**config.mk**
```make
export PLATFORM = sky130hd
export DESIGN_NAME = chain_xfer_ctrl
export DESIGN_NICKNAME = d
export VERILOG_FILES = /design/src/rtl/chain_xfer_pkg.sv /design/src/rtl/chain_sipo.sv /design/src/rtl/chain_xfer_ctrl.sv
export SDC_FILE = /design/constraint.sdc
export NUM_CORES = 1
export LEC_CHECK = 0
export ABC_CLOCK_PERIOD_IN_PS = 4920
export CELL_PAD_IN_SITES_DETAIL_PLACEMENT = 0
export CELL_PAD_IN_SITES_GLOBAL_PLACEMENT = 1
export CORE_ASPECT_RATIO = 0.75
export CORE_UTILIZATION = 44
export CTS_BUF_LIST = sky130_fd_sc_hd__clkbuf_8 sky130_fd_sc_hd__clkbuf_16
export DETAILED_ROUTE_END_ITERATION = 6
export PLACE_DENSITY_LB_ADDON = 0.1
export RECOVER_POWER = 100
export SYNTH_ARGS = -nofsm -noshare
export SYNTH_HDL_FRONTEND = slang
export SYNTH_SLANG_ARGS = --single-unit
```
**constraint.sdc**
```tcl
create_clock -name CLK -period 4.92 [get_ports CLK]
set_clock_uncertainty 0.1 [all_clocks]
set_input_delay 1.23 -clock CLK [delete_from_list [all_inputs] [get_ports CLK]]
set_output_delay 1.23 -clock CLK [all_outputs]
set_load 0.1 [all_outputs]
```
**src/rtl/chain_xfer_pkg.sv**
```systemverilog
// Shared types and sizing helpers for the dataTran chain transfer controller.
// The sample offset is the extra cycle between a bit leaving the chain and its capture.
package chain_xfer_pkg;

    typedef enum logic [1:0] {
        IDLE  = 2'd0,
        SHIFT = 2'd1,
        DRAIN = 2'd2,
        DONE  = 2'd3
    } xfer_state_e;

    localparam int SAMPLE_SLACK = 1;

    function automatic int sample_offset(input int depth);
        return depth + SAMPLE_SLACK;
    endfunction

    function automatic int cnt_width(input int width, input int depth);
        return $clog2(width + depth + 2);
    endfunction

endpackage

```
**src/rtl/chain_sipo.sv**
```systemverilog
// Serial-in shift register that rebuilds an LSB-first word from the chain output.
// next_word exposes the value being loaded so the final bit can be reported in the same cycle.
module chain_sipo #(
    parameter int WIDTH = 8
) (
    input  logic             clk,
    input  logic             clear,
    input  logic             sample_en,
    input  logic             serial_in,
    output logic [WIDTH-1:0] next_word
);

    logic [WIDTH-1:0] word_q;
    logic [WIDTH-1:0] word_d;

    always_comb begin
        word_d = word_q;
        if (clear) begin
            word_d = '0;
        end else if (sample_en) begin
            word_d = {serial_in, word_q[WIDTH-1:1]};
        end
    end

    always_ff @(posedge clk) begin
        word_q <= word_d;
    end

    assign next_word = word_d;

endmodule

```
**src/rtl/chain_xfer_ctrl.sv**
```systemverilog
// Serialises a word LSB-first into the dataTran chain and recaptures it after the chain delay,
// flagging any difference between the sent and recovered word.
module chain_xfer_ctrl
    import chain_xfer_pkg::*;
#(
    parameter int WIDTH       = 8,
    parameter int CHAIN_DEPTH = 2
) (
    input  logic             CLK,
    input  logic             reset,
    input  logic [WIDTH-1:0] tx_data,
    input  logic             tx_valid,
    output logic             tx_ready,
    output logic             chain_in,
    output logic             chain_set,
    input  logic             chain_out,
    output logic [WIDTH-1:0] rx_data,
    output logic             rx_valid,
    output logic             rx_err,
    output logic             busy
);

    localparam int CNT_W         = cnt_width(WIDTH, CHAIN_DEPTH);
    localparam int SAMPLE_OFFSET = sample_offset(CHAIN_DEPTH);

    localparam logic [CNT_W-1:0] CNT_START    = CNT_W'(WIDTH + CHAIN_DEPTH);
    localparam logic [CNT_W-1:0] SHIFT_LAST   = CNT_W'(SAMPLE_OFFSET);
    localparam logic [CNT_W-1:0] SAMPLE_FIRST = CNT_W'(WIDTH);
    localparam logic [CNT_W-1:0] CNT_ONE      = CNT_W'(1);

    xfer_state_e      state_q, state_d;
    logic [WIDTH-1:0] shift_q, shift_d;
    logic [WIDTH-1:0] expect_q, expect_d;
    logic [CNT_W-1:0] cnt_q, cnt_d;
    logic             chain_in_q, chain_in_d;
    logic             live_q, live_d;
    logic [WIDTH-1:0] rx_data_q, rx_data_d;
    logic             rx_err_q, rx_err_d;

    logic             handshake;
    logic             sample_en;
    logic [WIDTH-1:0] cap_next;

    assign handshake = tx_valid && tx_ready;
    // One counter drives both the serialiser and the capture window, so capture keeps
    // going regardless of which state the FSM is in.
    assign sample_en = (cnt_q != '0) && (cnt_q <= SAMPLE_FIRST);

    chain_sipo #(.WIDTH(WIDTH)) u_sipo (
        .clk       (CLK),
        .clear     (!reset),
        .sample_en (sample_en),
        .serial_in (chain_out),
        .next_word (cap_next)
    );

    always_comb begin
        state_d    = state_q;
        shift_d    = shift_q;
        expect_d   = expect_q;
        cnt_d      = (cnt_q != '0) ? cnt_q - CNT_ONE : cnt_q;
        chain_in_d = 1'b0;
        live_d     = 1'b1;
        rx_data_d  = rx_data_q;
        rx_err_d   = rx_err_q;

        case (state_q)
            IDLE: begin
                if (handshake) begin
                    shift_d    = tx_data;
                    expect_d   = tx_data;
                    chain_in_d = tx_data[0];
                    cnt_d      = CNT_START;
                    state_d    = SHIFT;
                end
            end
            SHIFT: begin
                if (cnt_q == SHIFT_LAST) begin
                    state_d = DRAIN;
                end else begin
                    chain_in_d = shift_q[1];
                    shift_d    = shift_q >> 1;
                end
            end
            DRAIN: begin
                // cnt_q of one marks the edge that captures the final bit
                if (cnt_q == CNT_ONE) begin
                    rx_data_d = cap_next;
                    rx_err_d  = (cap_next != expect_q);
                    state_d   = DONE;
                end
            end
            DONE: begin
                state_d = IDLE;
            end
            default: begin
                state_d = IDLE;
            end
        endcase
    end

    always_ff @(posedge CLK) begin
        if (!reset) begin
            state_q    <= IDLE;
            shift_q    <= '0;
            expect_q   <= '0;
            cnt_q      <= '0;
            chain_in_q <= 1'b0;
            live_q     <= 1'b0;
            rx_data_q  <= '0;
            rx_err_q   <= 1'b0;
        end else begin
            state_q    <= state_d;
            shift_q    <= shift_d;
            expect_q   <= expect_d;
            cnt_q      <= cnt_d;
            chain_in_q <= chain_in_d;
            live_q     <= live_d;
            rx_data_q  <= rx_data_d;
            rx_err_q   <= rx_err_d;
        end
    end

    assign tx_ready  = (state_q == IDLE) && live_q;
    assign chain_in  = chain_in_q;
    assign chain_set = live_q;
    assign rx_data   = rx_data_q;
    assign rx_valid  = (state_q == DONE);
    assign rx_err    = rx_err_q;
    assign busy      = (state_q != IDLE);

endmodule

```
==> run_1/flops_by_reg.png <==
Bar = 20 um. Other sequential cells in the stronger gray, the rest of the logic in the fainter gray.
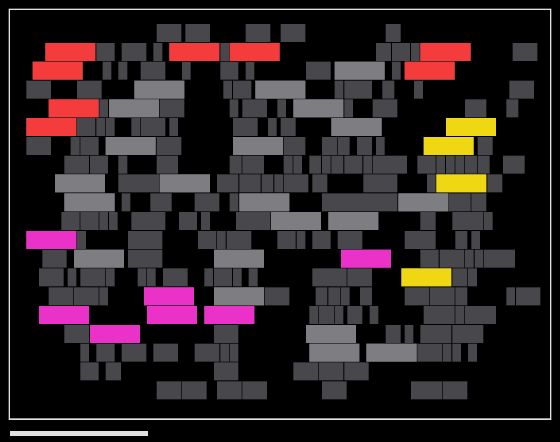
name in the netlist	color	sequential cells
`rx_data`	red	8
`cnt_q`	yellow	4
`shift_q`	magenta	7
not colored	21

==> run_1/clocks.png <==
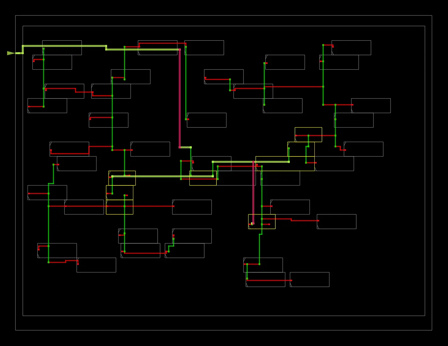
count of sequential standard cells: 40
Latency at later pin: 280 ps

==> run_1/clk_routes.png <==
Bar = 20 um.
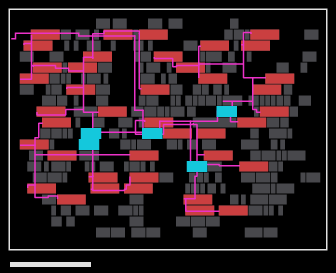
[flip-flops] red | count: 40
[clock drivers] cyan | count: 5
[clock wires] magenta | length: 452 um
routed clock nets	6
Clock group: 0.288 mW
Clock Power Share: 23.4%

==> summary.txt, run 1 <==
yosys + openroad results -> area of the multi-input gates=995 um2, leading cell category by total area=multi-input combinational cells, Top Ports=26, highest-count logic cell in the final layout=sky130_fd_sc_hd__nand2_1, number of buffers created by CTS=5, max capacitance violation total=0, run status=completed, Setup Total Neg Slack=0 ps, part of the total power dissipated in combinational logic=42.1%, number of nets at floorplan=228, routed vias/inst=5.12, total number of multi-input combinational cells=152, share of cell area taken by muxes after synthesis=9.22%, depth of the worst register-to-register path=8, clock-pin slew on the worst setup and hold paths=80 ps, Layout Utilization=55.2%, WP buf/inv=2, layout filler cell count=380, number of enable-type register cells in the synthesized netlist=0, sequential cell area in the final layout=801 um2, maximum resistive drop on vdd=0.000327 V, unrepaired setup endpoints after global routing=false, number of violations reported at the end of detailed-routing iteration 0=108, required time reported for the critical path endpoint=4980 ps, Final WS setup=1100 ps, share of final-layout standard cells stronger than drive strength 1=5.60%, async set-or-reset flop fraction in the synthesized netlist=0%, share of the final layout cell area in multi-input gates=43.9%, post-synthesis cell count from yosys=208, first-pass iteration count of the detailed router=4, Post-Synthesis Cell Area=0.00191 mm2, non-clock buffer count=26, half-perimeter wire length after placement=2.86 mm, last weighted congestion value of the routability-driven placer=0.750, sink of the worst hold path=rx_data[1]$_SDFFE_PN0P_, most utilized layer in the global route result=met2, final worst path period share=77.6%, largest net degree at the start of global routing=27, clock tree from TritonCTS=built, Tapcells=55, minimum clock period=3820 ps, layout clock buffer count=7, met2 wire length=1.75 mm, XOR Share, Synth=4.45%, placed cell count=279, cell-internal power=0.757 mW, biggest area contributors in the synthesized netlist=sky130_fd_sc_hd__dfxtp_1, sky130_fd_sc_hd__nand2_1, sky130_fd_sc_hd__mux2i_1, sky130_fd_sc_hd__ha_1, sky130_fd_sc_hd__a21boi_0, diode insertion count for antenna repair=0, count of input and output buffers=25, number of instances in the synthesized netlist=208, grt met2 use=29.8%, area share, top type=41.9%, average cell area after synthesis=9.20 um2, total die size=0.00462 mm2, Setup crit start kind=input port, maximum cell stage delay along the critical path=860 ps, Max clock buf depth=2, total count of hold-check failures in the final report=0, Critical-path top delay cell=sky130_fd_sc_hd__dlygate4sd3_1, DRC violation count after routing=0, final antenna-violating net count=0, overall routing resource usage=17.7%, Top non-seq family=simple AND/OR/NAND/NOR gates, uppermost routed layer=met4, Seq/total area=35.3%, Relative slew margins=7.56%, fraction of the mapped netlist area in simple logic gates=18.8%, type of the worst setup path=in2reg, length of routed wiring on met1=1.89 mm, CP Capture Point=rx_err$_SDFFE_PN0P_, DR WL/cell=13.3 um, Netlist cell types=41, cell type contributing the most total cell area after synthesis=sky130_fd_sc_hd__dfxtp_1, beginning of the worst hold path=rx_data[1]$_SDFFE_PN0P_, CP cell instances=dlygate4sd3_1, clkbuf_1, nand2_1, o311a_1, a2111oi_0, a31oi_1, R2R Path End=rx_err$_SDFFE_PN0P_, library cell with the highest instance count after synthesis=sky130_fd_sc_hd__nand2_1, arrival time worst endpoint=3870 ps, final std cell area, no fill=0.00227 mm2, switching power=0.475 mW, launching element of the worst setup path=reset, max-slew violation count=0, antenna violations before repair=0, final net count=251, adder and majority gate portion of the synthesized area=5.23%, transition time at the pin with the least slew margin=1380 ps, slack of the worst reg-to-reg path=1800 ps, number of buffers inserted by post-CTS setup repair=0, WL met3=142 um, layout overhead on the synthesized area=18.5%, Fmax=0.262 GHz, Yosys warnings=0, total wire length=3.81 mm, chip width=78.1 um, Crit path depth=6, post-place instance area=0.00218 mm2, clock sinks=40, tally of non-filler cells in the final layout=287, aggregate global routing overflow=0, Die Span Y=59.1 um, fraction of power consumed by sequential logic=34.6%, register share after synthesis=41.9%, dpl ws=1440 ps, hold_buf cts=0, via count of the first global-routing pass=1391, Crit Reg-Reg Startpoint=cnt_q[0]$_SDFF_PN0_, Init Core Util=46.6%, routing usage on met1=22.9%
[run 1: power by group through the flow]
| stage | clock network (mW) | logic (mW) | registers (mW) |
|---|---|---|---|
| 6_report | 0.288 | 0.518 | 0.426 |
| 4_1_cts | 0.293 | 0.554 | 0.428 |
| 3_5_place_dp | 0 | 0.551 | 0.436 |
| 5_1_grt | 0.307 | 0.565 | 0.433 |
| 3_3_place_gp | 0 | 0.535 | 0.430 |
| 2_1_floorplan | 0 | 0.447 | 0.446 |
[run 1: kinds of logic (layout without fill, tap and decap cells)]
family                     after synthesis  count (layout)
and+or+nand+nor                         79              79
AOI/OAI and AO/OA                       41              41
DFF                                     40              40
muxes                                   16              16
buffers and inverters                   16              40
adders and majority gates                8               8
xor gates and xnor gates                 8               8
## Run 2: what changed since run 1
Settings changed: ABC_CLOCK_PERIOD_IN_PS 4920 to 3700, CORE_UTILIZATION 44 to 41.
Clock period 4.92 ns to 3.7 ns, I/O delays scaled along.
==> run_2/flops_by_reg.png <==
Bar = 20 um. Other sequential cells in the stronger gray, the rest of the logic in the fainter gray.
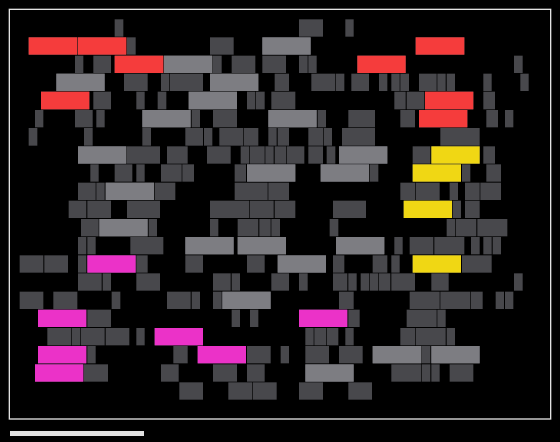
seq pwr: 0.566 mW
sequential cell area in the final layout: 801 um2
Layout Utilization: 48.7%

==> run 2 against run 1 <==
Compared with the run above: count of clock-buffer cells in the layout fell by 1; sequential share of layout area rose by 1.5 points; first-iteration DRC count down 19%; worst hold slack about the same; setup slack got worse by 510 ps; global-route usage up 0.20 points; area after synthesis unchanged; sequential power is 33% higher; critical path depth decreased by 2; non-clock buffer count increased by 2; die area increased by 7.1%; final cell count increased by 1.4%; largest cell class unchanged; highest routed layer unchanged.
==> summary.txt, run 2 <==
yosys + openroad results -> run status=completed, type of the worst setup path=reg2out, max capacitance violation total=0 (unchanged), total die size=0.00495 mm2 (+7.1%), post-synthesis cell count from yosys=208 (unchanged), uppermost routed layer=met4, last weighted congestion value of the routability-driven placer=0.766 (+2.2%), combinational-cell power consumption=0.704 mW (+36%), FP Rows=21, Init Core Util=42.8% (-3.8 points), clock tree from TritonCTS=built, overall routing resource usage=17.9% (+0.20 points), Setup crit start kind=register, largest net degree at the start of global routing=19 (-30%), XOR Share, Synth=4.45% (unchanged), placed cell count=283 (+1.4%), number of enable-type register cells in the synthesized netlist=0 (unchanged), tally of non-filler cells in the final layout=291 (+1.4%), fraction of the mapped netlist area in simple logic gates=18.8% (unchanged), worst min-delay path category=reg2reg, CP Capture Point=tx_ready, Relative slew margins=22.4% (+15 points), WL met3=193 um (+36%), length of routed wiring on met1=1.98 mm (+4.5%), first-pass iteration count of the detailed router=4 (unchanged), transition time at the pin with the least slew margin=1170 ps (-208 ps), Setup Total Neg Slack=0 ps (unchanged), hold_buf cts=0 (unchanged), R2R Path End=rx_err$_SDFFE_PN0P_, total count of hold-check failures in the final report=0 (unchanged), final net count=253 (+0.80%), Critical-path top delay cell=sky130_fd_sc_hd__clkbuf_1, fraction of power consumed by sequential logic=36.0% (+1.4 points), Crit Reg-Reg Startpoint=cnt_q[0]$_SDFF_PN0_, launching element of the worst setup path=state_q[0]$_SDFFE_PN0P_, cell area power density=722 mW/mm2, clock-pin slew on the worst setup and hold paths=70 ps (about the same), minimum clock period=3100 ps, yosys synthesis chip area=0.00191 mm2, Final WS setup=596 ps (-507 ps), maximum resistive drop on vdd=0.000425 V (+30%), share of cell area taken by muxes after synthesis=9.22% (unchanged), post-place instance area=0.00217 mm2 (-0.69%), Yosys warnings=0 (unchanged), Top Ports=26 (unchanged), number of instances in the synthesized netlist=208 (unchanged), chip width=80.9 um (+3.5%), library cell with the highest instance count after synthesis=sky130_fd_sc_hd__nand2_1, area share, top type=41.9% (unchanged), register share after synthesis=41.9% (unchanged), routed vias/inst=5.13 (+0.30%), slack of the worst reg-to-reg path=890 ps (-910 ps), antenna violations before repair=0 (unchanged), depth of the worst register-to-register path=8 (unchanged), final worst path period share=83.9%, Biggest consumer=combinational cells, Crit path depth=4 (-2), Netlist cell types=41 (unchanged), share of final-layout standard cells stronger than drive strength 1=6.84% (+1.2 points), Placeable Area=0.00447 mm2, unrepaired setup endpoints after global routing=false, DR WL/cell=13.7 um (+3.0%), required time reported for the critical path endpoint=2670 ps (-2310 ps), layout overhead on the synthesized area=13.8%, dpl ws=733 ps (-704 ps), Max clock buf depth=2 (unchanged), switching power=0.659 mW (+39%), part of the total power dissipated in combinational logic=44.8% (+2.7 points), grt met2 use=29.9% (+0.067 points), WP buf/inv=2 (unchanged), total wire length=3.98 mm (+4.4%), clock sinks=40 (unchanged), biggest area contributors in the synthesized netlist=sky130_fd_sc_hd__dfxtp_1, sky130_fd_sc_hd__nand2_1, sky130_fd_sc_hd__mux2i_1, sky130_fd_sc_hd__ha_1, sky130_fd_sc_hd__a21boi_0, via count of the first global-routing pass=1447 (+4.0%), DRC violation count after routing=0 (unchanged), beginning of the worst hold path=rx_data[2]$_SDFFE_PN0P_, final antenna-violating net count=0 (unchanged), routing usage on met1=23.5% (+0.67 points), async set-or-reset flop fraction in the synthesized netlist=0% (unchanged), adder and majority gate portion of the synthesized area=5.23% (unchanged), Die Span Y=61.2 um (+3.5%), Fmax=0.322 GHz, final std cell area, no fill=0.00218 mm2 (-4.0%), aggregate global routing overflow=0 (unchanged), number of violations reported at the end of detailed-routing iteration 0=87 (-19%), cell-internal power=0.913 mW (+21%), half-perimeter wire length after placement=2.96 mm (+3.5%), CP cell instances=inv_1, ha_1, and2_1, clkbuf_1, arrival time worst endpoint=2080 ps (-1790 ps), Top non-seq family=simple AND/OR/NAND/NOR gates, sink of the worst hold path=rx_data[2]$_SDFFE_PN0P_, count of input and output buffers=25 (unchanged), most utilized layer in the global route result=met2, global routing met3 resource utilization=4.00%, cell type contributing the most total cell area after synthesis=sky130_fd_sc_hd__dfxtp_1, number of nets at floorplan=228 (unchanged), highest-count logic cell in the final layout=sky130_fd_sc_hd__nand2_1, number of buffers inserted by post-CTS setup repair=0 (unchanged), number of buffers created by CTS=5 (unchanged), met2 wire length=1.79 mm (+2.6%), max-slew violation count=0 (unchanged), maximum cell stage delay along the critical path=870 ps (about the same), Post-Synthesis Cell Area=0.00191 mm2 (unchanged), average cell area after synthesis=9.20 um2 (unchanged), diode insertion count for antenna repair=0 (unchanged)
==> run_2/clk_routes.png <==
Bar = 20 um.
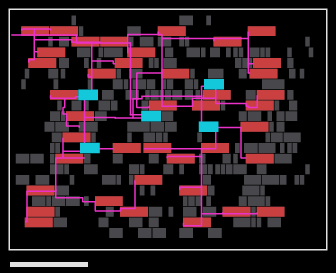
[clock wires] magenta | length: 509 um
[clock drivers] cyan | count: 5
[flip-flops] red | count: 40
flops lie	widely spread
Latency at later pin: 290 ps
Clock Power Share: 19.2%
Clock group: 0.302 mW

run 2: cell counts after synthesis:
Identical to the previous run, type by type.
run 2: final cells by class:
type                       instances  area (um2)
inverter                           6        22.5
sequential                        40         801
clock inverter                     2        10.0
timing repair buffer              28         184
fill                             458        2290
tap                               57        71.3
multi-input combinational        152        1010
clock buffer                       6        82.6
run 2: logic make-up after synthesis:
| kind of cell | after synthesis |
|---|---|
| AND-OR/OR-AND | 41 |
| XOR/XNOR | 8 |
| adder cells (fa/ha/maj) | 8 |
| buffers and inverters | 16 |
| flip-flops | 40 |
| multiplexers | 16 |
| AND/OR/NAND/NOR | 79 |
Power and IR drop assume default switching activity.
